==> run_1/logic_types.png <==
(4 px per µm)
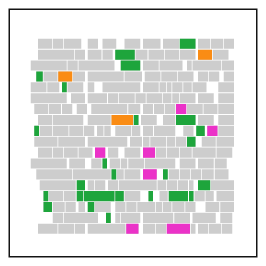
==> run_1/clk_routes.png <==
(8 px per µm)
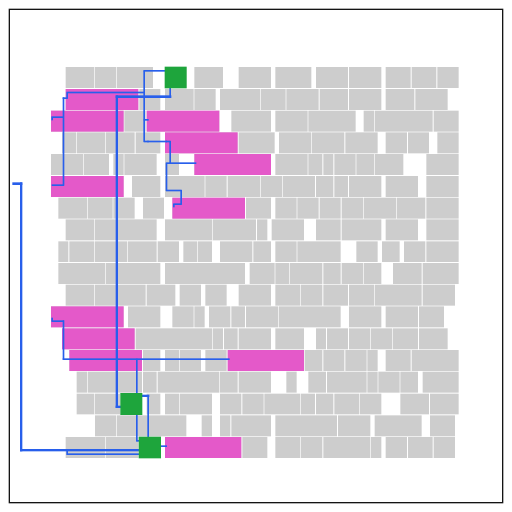
==> run_1/layer_met3.png <==
(8 px per µm)
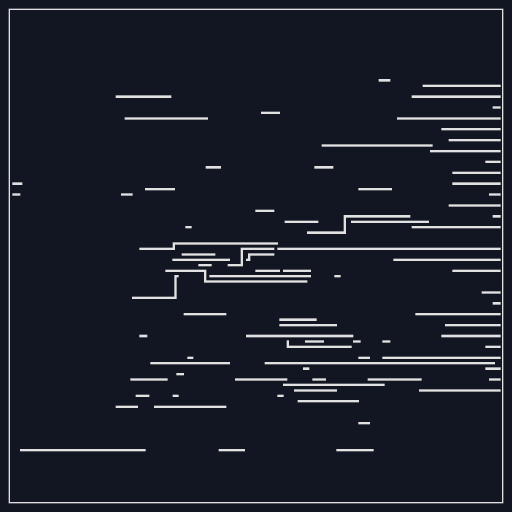
==> run_1/wires.png <==
(4 px per µm)
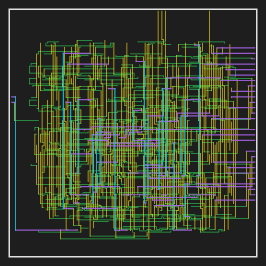
**config.mk**
```make
export PLATFORM = sky130hd
export DESIGN_NAME = multicycle_controller
export DESIGN_NICKNAME = d
export VERILOG_FILES = /design/src/rtl/multicycle_controller.sv
export SDC_FILE = /design/constraint.sdc
export NUM_CORES = 1
export LEC_CHECK = 0
export CAP_MARGIN = 10
export CORE_MARGIN = 5
export CORE_UTILIZATION = 42
export DETAILED_ROUTE_END_ITERATION = 10
export PLACE_DENSITY = 0.8
export SLEW_MARGIN = 25
export SYNTH_ARGS = -nofsm -noshare
export SYNTH_HDL_FRONTEND = slang
export SYNTH_SLANG_ARGS = --single-unit
```
**constraint.sdc**
```tcl
create_clock -name clk -period 1.6 [get_ports clk]
set_input_delay 0.32 -clock clk [delete_from_list [all_inputs] [get_ports clk]]
set_output_delay 0.32 -clock clk [all_outputs]
set_load 0.02 [all_outputs]
```
**src/rtl/multicycle_controller.sv**
```systemverilog
// rtl/multicycle_controller.sv - Moore FSM sequencing the multi-cycle RISC datapath
//
// Purpose:
//   Steps each instruction through FETCH/DECODE/EXECUTE/MEM/WB over a shared
//   instruction/data memory with wait states. Drives datapath mux selects and
//   write enables, resolves branches from func3 and the ALU flags, and traps
//   illegal opcodes or memory timeouts in a sticky FAULT state.
//
// Ports:
//   clk, rst_n            clock, asynchronous active-low reset
//   opcode, func3         instruction fields from the instruction register
//   Zero_Flag, Sign_Flag  ALU flags for the current cycle
//   mem_ready             memory completes the pending access this cycle
//   mem_req, MemWrite     memory request / store qualifier, held until mem_ready
//   AdrSrc                memory address select (0 PC, 1 ALUOut)
//   IRWrite, PCWrite      instruction register / program counter load enables
//   RegWrite              register file write enable
//   ALUSrcA, ALUSrcB      ALU operand selects
//   ResultSrc, ImmSrc     result bus select, immediate format select
//   ALUOp                 operation class for the ALU decoder
//   instr_retired         one-cycle pulse when an instruction completes
//   fault                 high while parked in FAULT

module multicycle_controller #(
  parameter int TIMEOUT_W   = 8,
  parameter int TIMEOUT_MAX = 255
) (
  input  logic       clk,
  input  logic       rst_n,
  input  logic [6:0] opcode,
  input  logic [2:0] func3,
  input  logic       Zero_Flag,
  input  logic       Sign_Flag,
  input  logic       mem_ready,
  output logic       mem_req,
  output logic       MemWrite,
  output logic       AdrSrc,
  output logic       IRWrite,
  output logic       PCWrite,
  output logic       RegWrite,
  output logic [1:0] ALUSrcA,
  output logic [1:0] ALUSrcB,
  output logic [1:0] ResultSrc,
  output logic [1:0] ImmSrc,
  output logic [1:0] ALUOp,
  output logic       instr_retired,
  output logic       fault
);

  localparam logic [6:0] OP_LW     = 7'b0000011;
  localparam logic [6:0] OP_SW     = 7'b0100011;
  localparam logic [6:0] OP_R      = 7'b0110011;
  localparam logic [6:0] OP_I      = 7'b0010011;
  localparam logic [6:0] OP_BRANCH = 7'b1100011;

  localparam logic [TIMEOUT_W-1:0] WAIT_LIMIT = TIMEOUT_W'(TIMEOUT_MAX);
  localparam logic [TIMEOUT_W-1:0] WAIT_SAT   = '1;

  typedef enum logic [3:0] {
    S_RST,
    S_FETCH,
    S_DECODE,
    S_MEMADR,
    S_MEMREAD,
    S_MEMWB,
    S_MEMWRITE,
    S_EXEC_R,
    S_EXEC_I,
    S_ALUWB,
    S_BRANCH,
    S_FAULT
  } state_t;

  state_t                 state_q, state_d;
  logic [TIMEOUT_W-1:0]   wait_cnt_q, wait_cnt_d;
  logic                   mem_state;
  logic                   timed_out;
  logic                   branch_taken;

  // States that hold mem_req high and are subject to the wait timeout.
  assign mem_state = (state_q == S_FETCH) || (state_q == S_MEMREAD) ||
                     (state_q == S_MEMWRITE);

  // mem_ready is checked separately at the call sites, so ready on the
  // limit cycle still completes the access.
  assign timed_out = (wait_cnt_q == WAIT_LIMIT);

  // Unsupported func3 encodings resolve as not taken rather than faulting.
  always_comb begin
    branch_taken = 1'b0;
    case (func3)
      3'b000:  branch_taken = Zero_Flag;
      3'b001:  branch_taken = !Zero_Flag;
      3'b100:  branch_taken = Sign_Flag;
      3'b101:  branch_taken = !Sign_Flag;
      default: branch_taken = 1'b0;
    endcase
  end

  // Next-state logic.
  always_comb begin
    state_d = state_q;
    case (state_q)
      S_RST:    state_d = S_FETCH;
      S_FETCH: begin
        if (mem_ready)      state_d = S_DECODE;
        else if (timed_out) state_d = S_FAULT;
      end
      S_DECODE: begin
        case (opcode)
          OP_LW, OP_SW: state_d = S_MEMADR;
          OP_R:         state_d = S_EXEC_R;
          OP_I:         state_d = S_EXEC_I;
          OP_BRANCH:    state_d = S_BRANCH;
          default:      state_d = S_FAULT;
        endcase
      end
      // IR is only reloaded in FETCH, so opcode is still the lw/sw seen in DECODE.
      S_MEMADR:  state_d = (opcode == OP_LW) ? S_MEMREAD : S_MEMWRITE;
      S_MEMREAD: begin
        if (mem_ready)      state_d = S_MEMWB;
        else if (timed_out) state_d = S_FAULT;
      end
      S_MEMWB:   state_d = S_FETCH;
      S_MEMWRITE: begin
        if (mem_ready)      state_d = S_FETCH;
        else if (timed_out) state_d = S_FAULT;
      end
      S_EXEC_R:  state_d = S_ALUWB;
      S_EXEC_I:  state_d = S_ALUWB;
      S_ALUWB:   state_d = S_FETCH;
      S_BRANCH:  state_d = S_FETCH;
      S_FAULT:   state_d = S_FAULT;
      default:   state_d = S_FAULT;
    endcase
  end

  // Wait counter: any state change clears it, which covers every entry into
  // a memory state; it saturates instead of wrapping.
  always_comb begin
    wait_cnt_d = wait_cnt_q;
    if (state_d != state_q) begin
      wait_cnt_d = '0;
    end else if (mem_state && !mem_ready && (wait_cnt_q != WAIT_SAT)) begin
      wait_cnt_d = wait_cnt_q + 1'b1;
    end
  end

  always_ff @(posedge clk or negedge rst_n) begin
    if (!rst_n) begin
      state_q    <= S_RST;
      wait_cnt_q <= '0;
    end else begin
      state_q    <= state_d;
      wait_cnt_q <= wait_cnt_d;
    end
  end

  // Moore output decode; IRWrite/PCWrite/instr_retired in the memory states
  // are additionally qualified by mem_ready (the completing cycle).
  always_comb begin
    mem_req       = 1'b0;
    MemWrite      = 1'b0;
    AdrSrc        = 1'b0;
    IRWrite       = 1'b0;
    PCWrite       = 1'b0;
    RegWrite      = 1'b0;
    ALUSrcA       = 2'b00;
    ALUSrcB       = 2'b00;
    ResultSrc     = 2'b00;
    ImmSrc        = 2'b00;
    ALUOp         = 2'b00;
    instr_retired = 1'b0;
    fault         = 1'b0;
    case (state_q)
      S_FETCH: begin
        // PC+4 is computed directly on the ALU and written through ResultSrc=10.
        mem_req   = 1'b1;
        ALUSrcB   = 2'b10;
        ResultSrc = 2'b10;
        IRWrite   = mem_ready;
        PCWrite   = mem_ready;
      end
      S_DECODE: begin
        // Speculatively compute OldPC + B-imm into ALUOut for a possible branch.
        ALUSrcA = 2'b01;
        ALUSrcB = 2'b01;
        ImmSrc  = 2'b10;
      end
      S_MEMADR: begin
        ALUSrcA = 2'b10;
        ALUSrcB = 2'b01;
        ImmSrc  = (opcode == OP_SW) ? 2'b01 : 2'b00;
      end
      S_MEMREAD: begin
        mem_req = 1'b1;
        AdrSrc  = 1'b1;
      end
      S_MEMWB: begin
        ResultSrc     = 2'b01;
        RegWrite      = 1'b1;
        instr_retired = 1'b1;
      end
      S_MEMWRITE: begin
        mem_req       = 1'b1;
        MemWrite      = 1'b1;
        AdrSrc        = 1'b1;
        instr_retired = mem_ready;
      end
      S_EXEC_R: begin
        ALUSrcA = 2'b10;
        ALUOp   = 2'b10;
      end
      S_EXEC_I: begin
        ALUSrcA = 2'b10;
        ALUSrcB = 2'b01;
        ALUOp   = 2'b10;
      end
      S_ALUWB: begin
        RegWrite      = 1'b1;
        instr_retired = 1'b1;
      end
      S_BRANCH: begin
        // ALU compares rs1/rs2 for the flags; ALUOut still holds the target.
        ALUSrcA       = 2'b10;
        ALUOp         = 2'b01;
        PCWrite       = branch_taken;
        instr_retired = 1'b1;
      end
      S_FAULT: begin
        fault = 1'b1;
      end
      default: begin
      end
    endcase
  end

endmodule

```
==> reports/metrics.yaml, run 1 <==
outcome: "finished, violations left"
violations: "setup timing"
cts_made_buffers: 3
slew_headroom: 0.625
antenna_found_initial: 0
grt_usage: 0.254
finalMaxSlewViolations: 0
cp_max_fo: 8
ant_nets: 0
post-route-util: 0.912
synth_top_cell_by_area: "dfrtp_1"
core_area_um2: 2500
setup_viol: 25
r2r_start: "state_q[1]"
pre_cts_slack_ps: -748
cts_tree: "built"
grt_pass1_vias: 1477
hold_class: "in2async"
num_antenna_cells: 0
maxPowerGroup: "registers"
die_w_um: 61.5
warnings: 29
met3_length_um: 516
final_cells: 246
worst_slack_ps: -257
dr.pass1.iters: 4
ctsResizeCount: 153
whs_ps: 385
swShare: 0.242
ys_cells: 133
finalPower_w: 0.000638
drive_gt1_frac: 0.630
cts.path.max_buffers: 2
placed_cells_incl_taps: 223
wire_per_inst_um: 23.7
skew_ps: 0.359
maxUsedRoutingLayer: "met4"
ys_sh_mux: 0.0281
peakVddDrop_mv: 0.564
## Picture notes: logic_types.png
green -> NAND gates  # cells 25
magenta -> AND-OR and OR-AND gates  # cells 7
orange -> multiplexers  # cells 3

## Picture notes: clk_routes.png
green -> clock drivers  # count 3
magenta -> flip-flops  # count 12
blue -> clock wires  # length 217 µm
routed clock nets = 4

## Picture notes: layer_met3.png
wire length on this layer = 517 µm
nets with wire on the layer = 66

## Picture notes: wires.png
green -> metal 1  # wire length 1,990 µm
cyan -> metal 4  # wire length 413 µm
purple -> metal 3  # wire length 517 µm
yellow -> metal 2  # wire length 2,910 µm

run 1: layout make-up:
| type | count | area [µm²] |
|---|---|---|
| flip-flops and latches | 12 | 304 |
| inverters | 2 | 7.51 |
| fillers | 87 | 219 |
| multi-input cells | 112 | 1090 |
| well taps | 30 | 37.5 |
| clock buffers | 4 | 36.3 |
| repair buffers | 86 | 805 |
run 1: worst max-delay path, delay by kind of cell, from the launching register on:
kind | cells | cell delay [ps]
compound gates | 1 | 240
buf+inv | 4 | 580
flops | 1 | 470
simple gates | 4 | 440
run 1: state kept, by name (all words and copies together) (netlist names):
name,cells
wait_cnt_q,8
state_q,4
==> run 2, diff against run 1 <==
- CORE_UTILIZATION: 42 -> 47
- PLACE_DENSITY: 0.8 -> 0.85
- clock period: 1.6 -> 2 ns (I/O delays scaled with it)
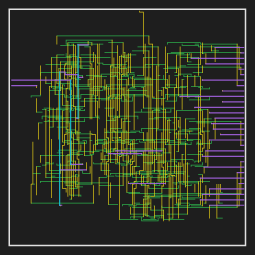
(run_2/wires.png)
(4 px per µm)
yellow -> metal 2  # wire length 1,650 µm
cyan -> metal 4  # wire length 72.8 µm
green -> metal 1  # wire length 1,340 µm
purple -> metal 3  # wire length 281 µm

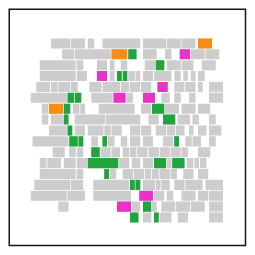
(run_2/logic_types.png)
(4 px per µm)
orange -> multiplexers  # cells 3
green -> NAND gates  # cells 25
magenta -> AND-OR and OR-AND gates  # cells 7

==> run 2 against run 1 <==
The run now ends clean. Clock power shrank 43%. Worst setup slack improved by 320 ps. Total power decreased by 30%. Count of clock-buffer cells in the layout down 1. Synthesized cell count did not move. Via count shrank 19%. Cell count fell by 11%. Critical path depth decreased by 4. Combinational power shrank 24%. Register-to-register slack gained 390 ps. Non-clock buffer count fell by 25.
==> reports/metrics.yaml, run 2 <==
cts_made_buffers: 3  # unchanged
fillers: 169  # +94%
cp_num_buf_inv: 2  # -2
maxUsedRoutingLayer: "met4"
nMultiInputCombCells: 112  # unchanged
seq_area_um2: 303  # -0.41%
skew_ps: 5.34  # +4.98 ps
outcome: "finished, final reports clean"
r2r_start: "state_q[2]"
non_clock_inverter_count: 2  # unchanged
nClkBuffers: 3  # -1
ctsResizeCount: 28  # -82%
cp_top_family: "buffers and inverters"
ys_sh_mux: 0.0281  # unchanged
nNonClkBuffers: 61  # -29%
drive_gt1_frac: 0.358  # -0.272
warnings: 27  # -6.9%
synth_top_cell_by_area: "dfrtp_1"
comb_area_um2: 805  # -26%
slew_headroom: 0.636  # +0.0109
ys_cells: 133  # unchanged
grt_pass1_vias: 1262  # -15%
largest_class: "combinational gates"
seq_share: 0.183  # +0.0493
cp_max_fo: 2  # -6
die_w_um: 58.7  # -4.6%
buffer_area_frac: 0.293  # -0.0599
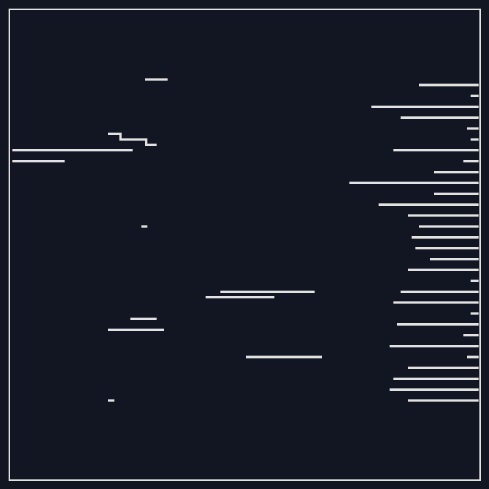
(run_2/layer_met3.png)
(8 px per µm)
wire length on this layer = 281 µm
main direction = horizontal
share of all routed wire = 8.4%
longest straight run = 15.9 µm

run 2: cell count changes in the layout (fill, tap and decap cells not counted), moves of 5 or more:
cell | before | now
buf_4 | 38 | 30
buf_6 | 33 | 0
clkbuf_2 | 0 | 8
clkdlybuf4s50_1 | 8 | 14
nor2_1 | 3 | 10
nor3_1 | 1 | 14
nor3_2 | 10 | 2
nor3_4 | 5 | 0
run 2: through the flow:
stage / setup WS, ps / utilization / TNS [ps] / instances / hold slack, ps
after floorplan: 44.4 / - / 0 / 133 / 104
after global placement: -367 / 0.740 / -2780 / 214 / 544
after detailed placement: -405 / 0.740 / -3460 / 214 / 562
after CTS: -95.1 / 0.744 / -95.1 / 217 / 487
after global routing: -5.35 / 0.742 / -12.5 / 218 / 500
final: 60.1 / 0.742 / 0 / 218 / 472
Power is estimated from default activity; no workload was simulated.
